--- config.mk ---
export PLATFORM = sky130hd
export DESIGN_NAME = avalon_stall_bridge
export DESIGN_NICKNAME = d
export VERILOG_FILES = /design/src/rtl/avalon_bridge_pkg.sv /design/src/rtl/stall_lfsr.sv /design/src/rtl/avalon_stall_bridge.sv
export SDC_FILE = /design/constraint.sdc
export NUM_CORES = 1
export LEC_CHECK = 0
export CAP_MARGIN = 15
export CORE_MARGIN = 5
export CORE_UTILIZATION = 48
export CTS_CLUSTER_SIZE = 14
export DETAILED_ROUTE_END_ITERATION = 7
export PLACE_DENSITY = 0.85
export SLEW_MARGIN = 20
export SYNTH_ARGS = -nofsm -noshare
export SYNTH_HDL_FRONTEND = slang
export SYNTH_SLANG_ARGS = --single-unit
--- constraint.sdc ---
create_clock -name clk -period 10.2 [get_ports clk]
set_input_delay 1.53 -clock clk [delete_from_list [all_inputs] [get_ports clk]]
set_output_delay 1.53 -clock clk [all_outputs]
set_load 0.01 [all_outputs]
--- src/rtl/avalon_bridge_pkg.sv ---
// Shared types and constants for the Avalon-MM stall-injecting bridge.
package avalon_bridge_pkg;

    typedef enum logic [1:0] {IDLE, STALL, ISSUE, DONE} bridge_state_t;

    typedef enum logic {OP_RD, OP_WR} op_t;

    // Galois feedback mask for x^16 + x^14 + x^13 + x^11 (right-shifting form)
    localparam logic [15:0] LFSR_TAPS = 16'hB400;

endpackage

--- src/rtl/stall_lfsr.sv ---
// 16-bit Galois LFSR that steps once per cycle while i_adv is high.
module stall_lfsr
    import avalon_bridge_pkg::*;
#(
    parameter logic [15:0] SEED = 16'hACE1
) (
    input  logic        i_clk,
    input  logic        i_reset,
    input  logic        i_adv,
    output logic [15:0] o_lfsr
);

    logic [15:0] r_lfsr;

    always_ff @(posedge i_clk or posedge i_reset) begin
        if (i_reset) begin
            r_lfsr <= SEED;
        end else if (i_adv) begin
            r_lfsr <= {1'b0, r_lfsr[15:1]} ^ (r_lfsr[0] ? LFSR_TAPS : 16'h0000);
        end
    end

    assign o_lfsr = r_lfsr;

endmodule

--- src/rtl/avalon_stall_bridge.sv ---
// Avalon-MM CPU-to-RAM bridge that injects wait states, counts transfers and flags protocol errors.
// Build option: define AVB_STALL_LFSR_EN for pseudo-random stall lengths instead of WAIT_CYCLES.
module avalon_stall_bridge
    import avalon_bridge_pkg::*;
#(
    parameter int          ADDR_W      = 32,
    parameter int          DATA_W      = 32,
    parameter int          WAIT_CYCLES = 2,
    parameter int          MAX_WAIT    = 7,
    parameter logic [15:0] LFSR_SEED   = 16'hACE1,
    parameter int          CNT_W       = 16
) (
    input  logic                  clk,
    input  logic                  reset,
    input  logic [ADDR_W-1:0]     address,
    input  logic                  read,
    input  logic                  write,
    input  logic [DATA_W-1:0]     writedata,
    input  logic [DATA_W/8-1:0]   byteenable,
    output logic                  waitrequest,
    output logic [DATA_W-1:0]     readdata,
    output logic [ADDR_W-1:0]     s_address,
    output logic                  s_read,
    output logic                  s_write,
    output logic [DATA_W-1:0]     s_writedata,
    output logic [DATA_W/8-1:0]   s_byteenable,
    input  logic                  s_waitrequest,
    input  logic [DATA_W-1:0]     s_readdata,
    output logic [CNT_W-1:0]      rd_count,
    output logic [CNT_W-1:0]      wr_count,
    output logic                  protocol_err
);

    localparam int D_MAX = (WAIT_CYCLES > MAX_WAIT) ? WAIT_CYCLES : MAX_WAIT;
    localparam int SC_W  = $clog2(D_MAX + 1) + 1;

    bridge_state_t         r_state;
    bridge_state_t         w_next;
    logic [SC_W-1:0]       r_stall;
    logic [SC_W-1:0]       w_d;
    logic [ADDR_W-1:0]     r_addr;
    logic [DATA_W-1:0]     r_wd;
    logic [DATA_W/8-1:0]   r_be;
    op_t                   r_op;
    logic                  r_dropped;
    logic                  w_req;
    logic                  w_chg;
    logic                  w_err;

    assign w_req = read | write;

`ifdef AVB_STALL_LFSR_EN
    logic [15:0] w_lfsr;
    logic        w_accept;

    assign w_accept = (r_state == IDLE) && w_req;

    stall_lfsr #(.SEED(LFSR_SEED)) u_lfsr (
        .i_clk   (clk),
        .i_reset (reset),
        .i_adv   (w_accept),
        .o_lfsr  (w_lfsr)
    );

    assign w_d = SC_W'(w_lfsr % 16'(MAX_WAIT + 1));
`else
    logic w_unused_seed;

    assign w_unused_seed = ^LFSR_SEED;
    assign w_d           = SC_W'(WAIT_CYCLES);
`endif

    always_comb begin
        w_next = r_state;
        case (r_state)
            IDLE:    if (w_req) w_next = (w_d == '0) ? ISSUE : STALL;
            STALL:   if (!w_req) w_next = IDLE;
                     else if (r_stall == SC_W'(1)) w_next = ISSUE;
            // An abandoned request still lets the RAM finish, but skips DONE.
            ISSUE:   if (!s_waitrequest) w_next = (r_dropped || !w_req) ? IDLE : DONE;
            DONE:    w_next = IDLE;
            default: w_next = IDLE;
        endcase
    end

    assign w_chg = (address != r_addr) || (byteenable != r_be) || (writedata != r_wd);
    assign w_err = (read && write) ||
                   (((r_state == STALL) || (r_state == ISSUE)) && (!w_req || w_chg));

    always_ff @(posedge clk or posedge reset) begin
        if (reset) begin
            r_state      <= IDLE;
            r_stall      <= '0;
            r_addr       <= '0;
            r_wd         <= '0;
            r_be         <= '0;
            r_op         <= OP_RD;
            r_dropped    <= 1'b0;
            readdata     <= '0;
            rd_count     <= '0;
            wr_count     <= '0;
            protocol_err <= 1'b0;
        end else begin
            r_state <= w_next;
            case (r_state)
                IDLE: if (w_req) begin
                    r_addr    <= address;
                    r_wd      <= writedata;
                    r_be      <= byteenable;
                    r_op      <= write ? OP_WR : OP_RD;
                    r_stall   <= w_d;
                    r_dropped <= 1'b0;
                end
                STALL: r_stall <= r_stall - 1'b1;
                ISSUE: begin
                    if (!w_req) r_dropped <= 1'b1;
                    if (!s_waitrequest && (r_op == OP_RD)) readdata <= s_readdata;
                end
                DONE: begin
                    if (r_op == OP_RD) begin
                        if (rd_count != '1) rd_count <= rd_count + 1'b1;
                    end else begin
                        if (wr_count != '1) wr_count <= wr_count + 1'b1;
                    end
                end
                default: ;
            endcase
            if (w_err) protocol_err <= 1'b1;
        end
    end

    assign waitrequest  = w_req && (r_state != DONE);
    assign s_read       = (r_state == ISSUE) && (r_op == OP_RD);
    assign s_write      = (r_state == ISSUE) && (r_op == OP_WR);
    assign s_address    = r_addr;
    assign s_writedata  = r_wd;
    assign s_byteenable = r_be;

endmodule

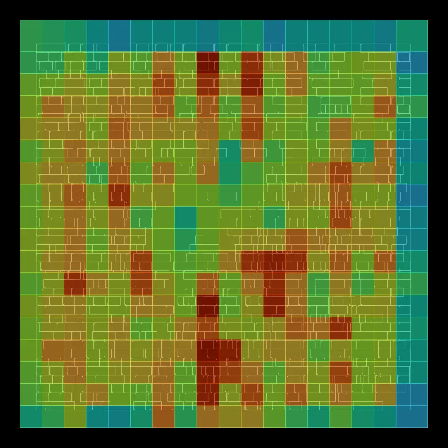
Fig. 1. Track usage over the die (run 1).
Avg WL per Cell: 18.0 microns
Global Route met3 Usage: 10.6%
met2 Track Usage GR: 37.5%
grt peak-use layer: met2
met1 Use GR: 24.4%

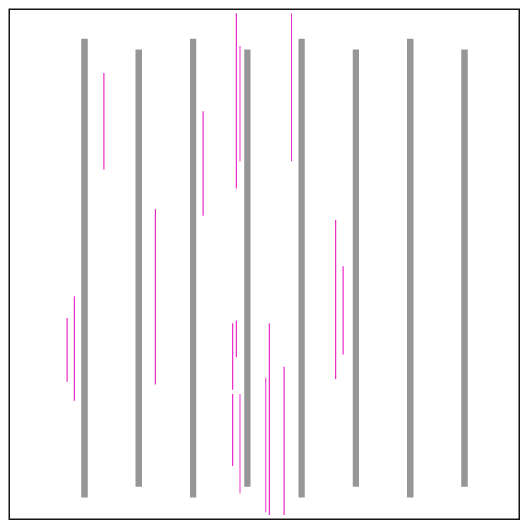
Fig. 2. M4 wires (run 1).
Scale: 4 px per micron. Supply wires on this layer in grey.
longest straight run: 47.6 microns
nets with wire on the layer: 14
main direction: vertical
wire length on this layer: 490 microns
share of all routed wire: 2.8%
overall routed net length: 17,500 microns
total vias in the final route: 5,100

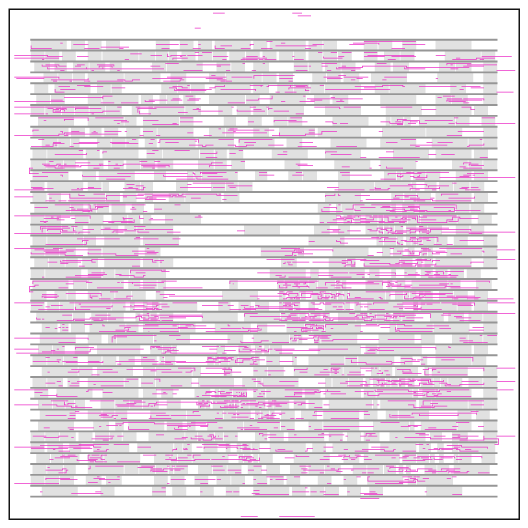
Fig. 3. Met1 routing (run 1).
Scale: 4 px per micron. Supply wires on this layer in grey. Cells faint in the background.
wire length on this layer: 6,330 microns
nets with wire on the layer: 760
share of all routed wire: 36%

## run 1: how the worst max path moves through the flow
stage	depth (start not counted)	from	end
final	4	write	waitrequest
after global routing	4	write	waitrequest
after CTS	4	write	waitrequest
after detailed placement	4	write	waitrequest
after global placement	4	write	waitrequest
after floorplan	1	reset	protocol_err
## run 1: sequential cells by signal, summed over array words and instances, names as in the netlist
register      count
readdata         32
s_address        32
s_writedata      32
rd_count         16
wr_count         16
r_stall           4
s_byteenable      4
r_state           2
protocol_err      1
r_dropped         1
r_op              1
## run 1: power by group through the flow
stage | clock network, mW | registers, mW | logic [mW]
floorplan | 0 | 1.06 | 0.501
global placement | 0 | 0.969 | 1.18
detailed placement | 0 | 0.988 | 1.21
CTS | 0.707 | 0.982 | 1.22
global route | 0.728 | 1.02 | 1.30
finish | 0.694 | 0.981 | 1.21
==> flow_metrics.py, run 1 <==
# Generated from Yosys and OpenROAD reports
metrics = {
    "die": {
        "placementRows": 42,
        "boundaryPins": 241,
        "die_area_sq_mm": 0.0162,
        "tapCellCount": 176,
        "initial_core_util_pct": 49.3,
    },
    "routing": {
        "wl_met3_microns": 2050,
        "detail_route.vias_per_cell": 5.27,
        "route.top_layer_used": "met4",
        "wl_met2_microns": 8590,
        "number_of_drc_violations_after_detailed_routing": 0,
    },
    "synthesis": {
        "synthTopLogicFamily": "multiplexers",
        "synth.largest_area_cell": "dfrtp_1",
        "avgSynthCellArea_sq_um": 12.4,
        "enable_flop_cells": 0,
        "synth.cellmix.compoundShare_pct": 5.06,
        "top_cell_area_share_pct": 53.6,
        "post_synth_xor_area_fraction_pct": 10.9,
        "netlist_area_sq_mm": 0.00658,
        "synth.ff_latch_count": 141,
        "simple_gate_share_of_the_synthesized_area_pct": 9.48,
        "ys.warnings.count": 0,
        "synth-area-yosys_sq_mm": 0.00658,
        "synth.mux.area_fraction_pct": 16.7,
    },
    "setup_path": {
        "timing.rr.start": "r_state[0]",
        "cp_slowest_cell": "nor2_1",
        "worstSetupEndpointType": "primary output",
        "critical_r2r_capture": "readdata[18]",
        "reg2reg_slack_ps": 7660,
        "worst_ep_arrival_time_ps": 3230,
        "timing.setup.critical_path_class": "input port to primary output",
        "critPathRequiredTime_ps": 8670,
    },
    "hold_path": {
        "timing.hold.worst.class": "flop to flop",
    },
    "final_layout": {
        "seq_area_share_pct": 35.8,
        "comb-cell-share_pct": 29.4,
        "clock_area_share_pct": 6.79,
        "signal_buffer_area_fraction_pct": 24.7,
        "inverters_excl_clock": 26,
        "layout_top_cell_excl_fill_tap": "clkdlybuf4s50_1",
        "final-seq-area_sq_mm": 0.00353,
        "design_area_sq_mm": 0.00984,
        "combGateArea_sq_mm": 0.00290,
        "utilization_after_layout_pct": 73.7,
        "lay_top_cells": "240 x clkdlybuf4s50_1, 141 x dfrtp_1, 94 x mux2_2, 61 x xnor2_1, 29 x nand2_1",
    },
    "placed_design": {
        "placement.io_buffers": 240,
        "placedCellCount": 936,
    },
    "final_timing": {
        "timing_max_transition_violations_final": 0,
        "timing.final.ws_setup_ps": 5440,
        "min_period_ps": 4760,
        "setup_tns_ps": 0,
        "post-route-period-util_pct": 46.7,
        "hold_viol_final": 0,
        "worst_hold_slack_ps": 497,
    },
    "cts": {
        "cts_tree": "done",
        "htree_levels": 4,
        "cts_setup_buffers": 0,
        "clock-root-buffer": "clkbuf_16",
        "num_cts_buffers": 17,
        "max-clock-path-buffers": 2,
    },
    "grt": {
        "globalRouteOverflowTotal": 0,
        "via_count_of_the_first_global_routing_pass": 5726,
    },
    "pwr": {
        "clock_power_share_pct": 24.1,
        "power.share.switching_pct": 31.7,
    },
    "job": {
        "tool_warnings": 31,
        "maxCapViolations": 0,
    },
    "run_status": {
        "run_status": "completed",
    },
}
Fig. 4: run 1, sequential cells grouped by signal name
Scale: 4 px per micron.
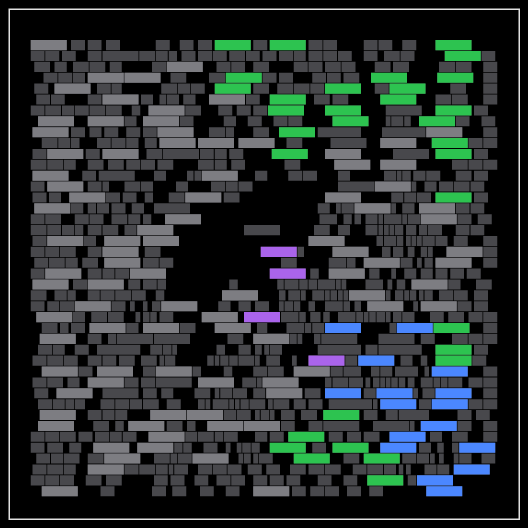

==> run 2: changes to the inputs <==
- CORE_UTILIZATION: 48 -> 41
- PLACE_DENSITY: 0.85 -> 0.78
- clock period: 10.2 -> 4.1 ns (I/O delays scaled with it)
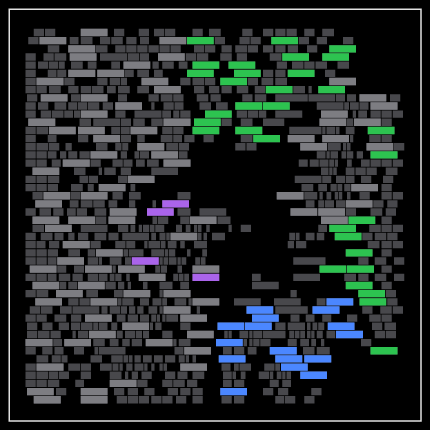
Fig. 5. Sequential cells grouped by signal name (run 2).
Scale: 3 px per micron.
legend:
  purple:
    name_in_the_netlist: `r_stall`
    flops: 4
    where: centre
  blue:
    name_in_the_netlist: `rd_count`
    flops: 16
  green:
    name_in_the_netlist: `readdata`
    flops: 32
not coloured: 89
power in sequential cells: 2.46 mW
utilization after layout: 62.3%
sequential cell area: 0.00353 sq mm
Seq area share: 35.8%

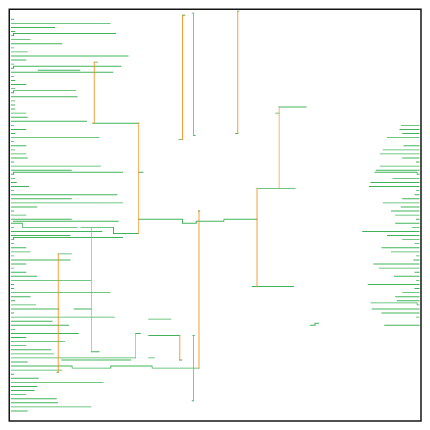
Fig. 6. Routed metal, one colour a layer (run 2).
Scale: 3 px per micron. Two of the layers only.
legend:
  green:
    layer: M3
    wire_length: 1,870 microns
  orange:
    layer: M4
    wire_length: 411 microns
total vias in the final route: 5,031
Avg WL per Cell: 17.6 microns
global router's overall resource usage: 19.3%
overall routed net length: 17,700 microns

==> run 2 against run 1 <==
Against the previous run:
- clock skew is 1.0 ps lower
- clock power rose by 130%
- sequential share of layout area fell by 0.050 points
- final cell count rose by 4.1%
- critical path type unchanged
- largest cell class unchanged
==> flow_metrics.py, run 2 <==
# Generated from Yosys and OpenROAD reports
metrics = {
    "pwr": {
        "p_int_mw": 4.79,
        "clock_power_share_pct": 22.9,
        "power_frac_seq_pct": 34.9,
        "total_leakage_power_nw": 4.06,
        "power_per_standard_cell_area_mw_per_mm2": 715,
        "comb_cell_power_mw": 2.97,
        "power.switching_mw": 2.26,
        "ir_drop_mv": 0.445,
        "comb_power_share_pct": 42.2,
        "power.share.switching_pct": 32.0,
        "totalPowerFinal_mw": 7.05,
        "clockNetworkPower_mw": 1.62,
        "dominant_power_group": "combinational logic",
    },
    "final_timing": {
        "min_period_ps": 2900,
        "worst_hold_slack_ps": 494,
        "timing.final.ws_setup_ps": 1200,
        "setup_tns_ps": 0,
        "worst_clock_skew_ps": 6.07,
        "tightest_slew_ps": 821,
        "post-route-period-util_pct": 70.8,
        "worst_slew_margin_pct": 45.1,
        "hold_viol_final": 0,
        "timing_max_transition_violations_final": 0,
    },
    "final_layout": {
        "logic_gate_count": 350,
        "clock_buffers": 22,
        "final.fill_count": 1201,
        "inverters_excl_clock": 26,
        "lay_top_cells": "240 x clkdlybuf4s50_1, 141 x dfrtp_1, 94 x mux2_2, 61 x xnor2_1, 29 x nand2_1",
        "combGateArea_sq_mm": 0.00290,
        "final_layout_size_suffix_gt1_share_pct": 17.4,
        "comb-cell-share_pct": 29.4,
        "clock_area_share_pct": 6.26,
        "signal_buffer_area_fraction_pct": 24.8,
        "post_synthesis_to_final_layout_area_growth_pct": 49.7,
        "layout_top_cell_excl_fill_tap": "clkdlybuf4s50_1",
        "instances_no_fill": 1008,
        "design_area_sq_mm": 0.00986,
    },
    "die": {
        "initial_core_util_pct": 41.6,
        "die_area_sq_mm": 0.0187,
        "die-height_microns": 137,
        "tapCellCount": 216,
        "core_area_sq_mm": 0.0158,
        "boundaryPins": 241,
        "placementRows": 46,
    },
    "routing": {
        "drtIter0Drc": 250,
        "antenna_violating_nets_post_route": 0,
        "first_pass_iters": 4,
        "detail_route.vias_per_cell": 4.99,
        "number_of_drc_violations_after_detailed_routing": 0,
    },
    "synthesis": {
        "synth-area-yosys_sq_mm": 0.00658,
        "synthesis.nets": 645,
        "synthFlopType": "dfrtp_1",
        "synth.cellmix.compoundShare_pct": 5.06,
        "netlist_area_sq_mm": 0.00658,
        "number_of_standard_cells_reported_by_yosys": 531,
        "synth-adder-area-share_pct": 1.71,
        "yosysMostFrequentCell": "dfrtp_1",
        "ys.warnings.count": 0,
        "post_synth_xor_area_fraction_pct": 10.9,
        "synth.largest_area_cell": "dfrtp_1",
        "top_cell_area_share_pct": 53.6,
        "synthTopLogicFamily": "multiplexers",
        "avgSynthCellArea_sq_um": 12.4,
        "simple_gate_share_of_the_synthesized_area_pct": 9.48,
        "synth.mux.area_fraction_pct": 16.7,
        "netlist-cell-type-count": 48,
        "common_cells": "141 x dfrtp_1, 94 x mux2_2, 61 x xnor2_1, 30 x nand2_1, 26 x inv_1",
        "synth.ff_latch_count": 141,
        "synthesis.instances": 531,
        "enable_flop_cells": 0,
        "synthTopCellsByArea": "dfrtp_1 54%, mux2_2 16%, xnor2_1 8.1%",
    },
    "placed_design": {
        "place.detailed.hpwl_microns": 13600,
        "placement.io_buffers": 240,
        "placedCellCount": 977,
        "gp_congestion": 0.870,
        "placedInstanceArea_sq_mm": 0.00924,
    },
    "setup_path": {
        "worstSetupPathDepth": 4,
        "critPathRequiredTime_ps": 3480,
        "cpLargestDelayFamily": "buffers and inverters",
        "critPathLaunch": "write",
        "critPathCapture": "waitrequest",
        "cp_slowest_cell": "nor2_1",
        "worstSetupEndpointType": "primary output",
        "critical_path.startpoint_type": "input port",
        "critical_r2r_capture": "s_writedata[15]",
        "critPathBufInv": 2,
        "reg2reg_slack_ps": 1670,
        "cp_cell_sequence": "clkdlybuf4s50_1, nor2_1, nor2_1, clkdlybuf4s50_1",
        "worst_ep_arrival_time_ps": 2290,
        "timing.setup.critical_path_class": "input port to primary output",
        "timing.rr.start": "r_state[0]",
    },
    "cts": {
        "post_cts.resized_instances": 0,
        "clock-root-buffer": "clkbuf_16",
        "cts.reportedPaths.clkPinSlew_ps": 60,
        "worstSkewPairLatency_ps": 410,
        "num_cts_buffers": 17,
        "post_cts_hold_buffer_count": 0,
        "cts_setup_buffers": 0,
        "clock-sinks": 141,
        "htree_levels": 4,
        "cts_tree": "done",
        "max-clock-path-buffers": 2,
    },
    "run_status": {
        "run_status": "completed",
    },
    "hold_path": {
        "min_delay_path_depth": 1,
        "timing.hold.worst.class": "flop to flop",
    },
    "grt": {
        "globalRouteOverflowTotal": 0,
        "via_count_of_the_first_global_routing_pass": 5450,
        "grt_start_max_net_pins": 142,
        "grt_pass1_wl_microns": 28100,
    },
    "job": {
        "maxCapViolations": 0,
        "tool_warnings": 33,
    },
}
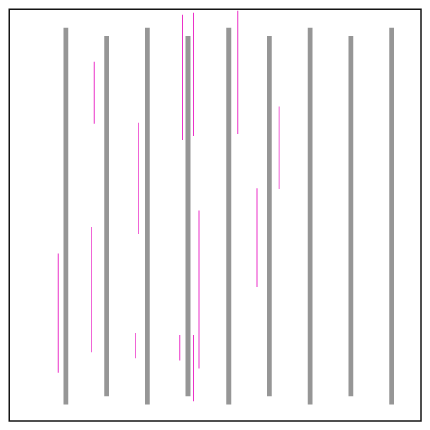
Fig. 7. M4 wires (run 2).
Scale: 3 px per micron. Supply wires on this layer in grey.
main direction: vertical
share of all routed wire: 2.3%
nets with wire on the layer: 9
wire length on this layer: 411 microns

## run 2: how the worst min path moves through the flow
stage | startpoint | endpoint | slack [ps]
after detailed placement | wr_count[14] | wr_count[14] | 480
after global routing | readdata[6] | readdata[6] | 520
final | wr_count[14] | wr_count[14] | 490
after global placement | rd_count[9] | rd_count[9] | 480
after CTS | wr_count[14] | wr_count[14] | 490
after floorplan | r_state[1] | r_state[1] | 490
## run 2: cells by family (layout without fill, tap and decap cells)
logic type / count (synthesis) / in the layout
flops: 141 / 141
compound gates: 48 / 48
mux: 98 / 98
buf+inv: 40 / 301
simple gates: 113 / 113
xor+xnor: 82 / 82
fa+ha+maj: 9 / 9
## run 2: metal layers
metal	share of wire [%]	track usage, %
met1	39	22.2
met2	48	31.6
met3	11	8.86
met4	2.3	7.45
met5	0	0
Power and IR drop assume default switching activity.
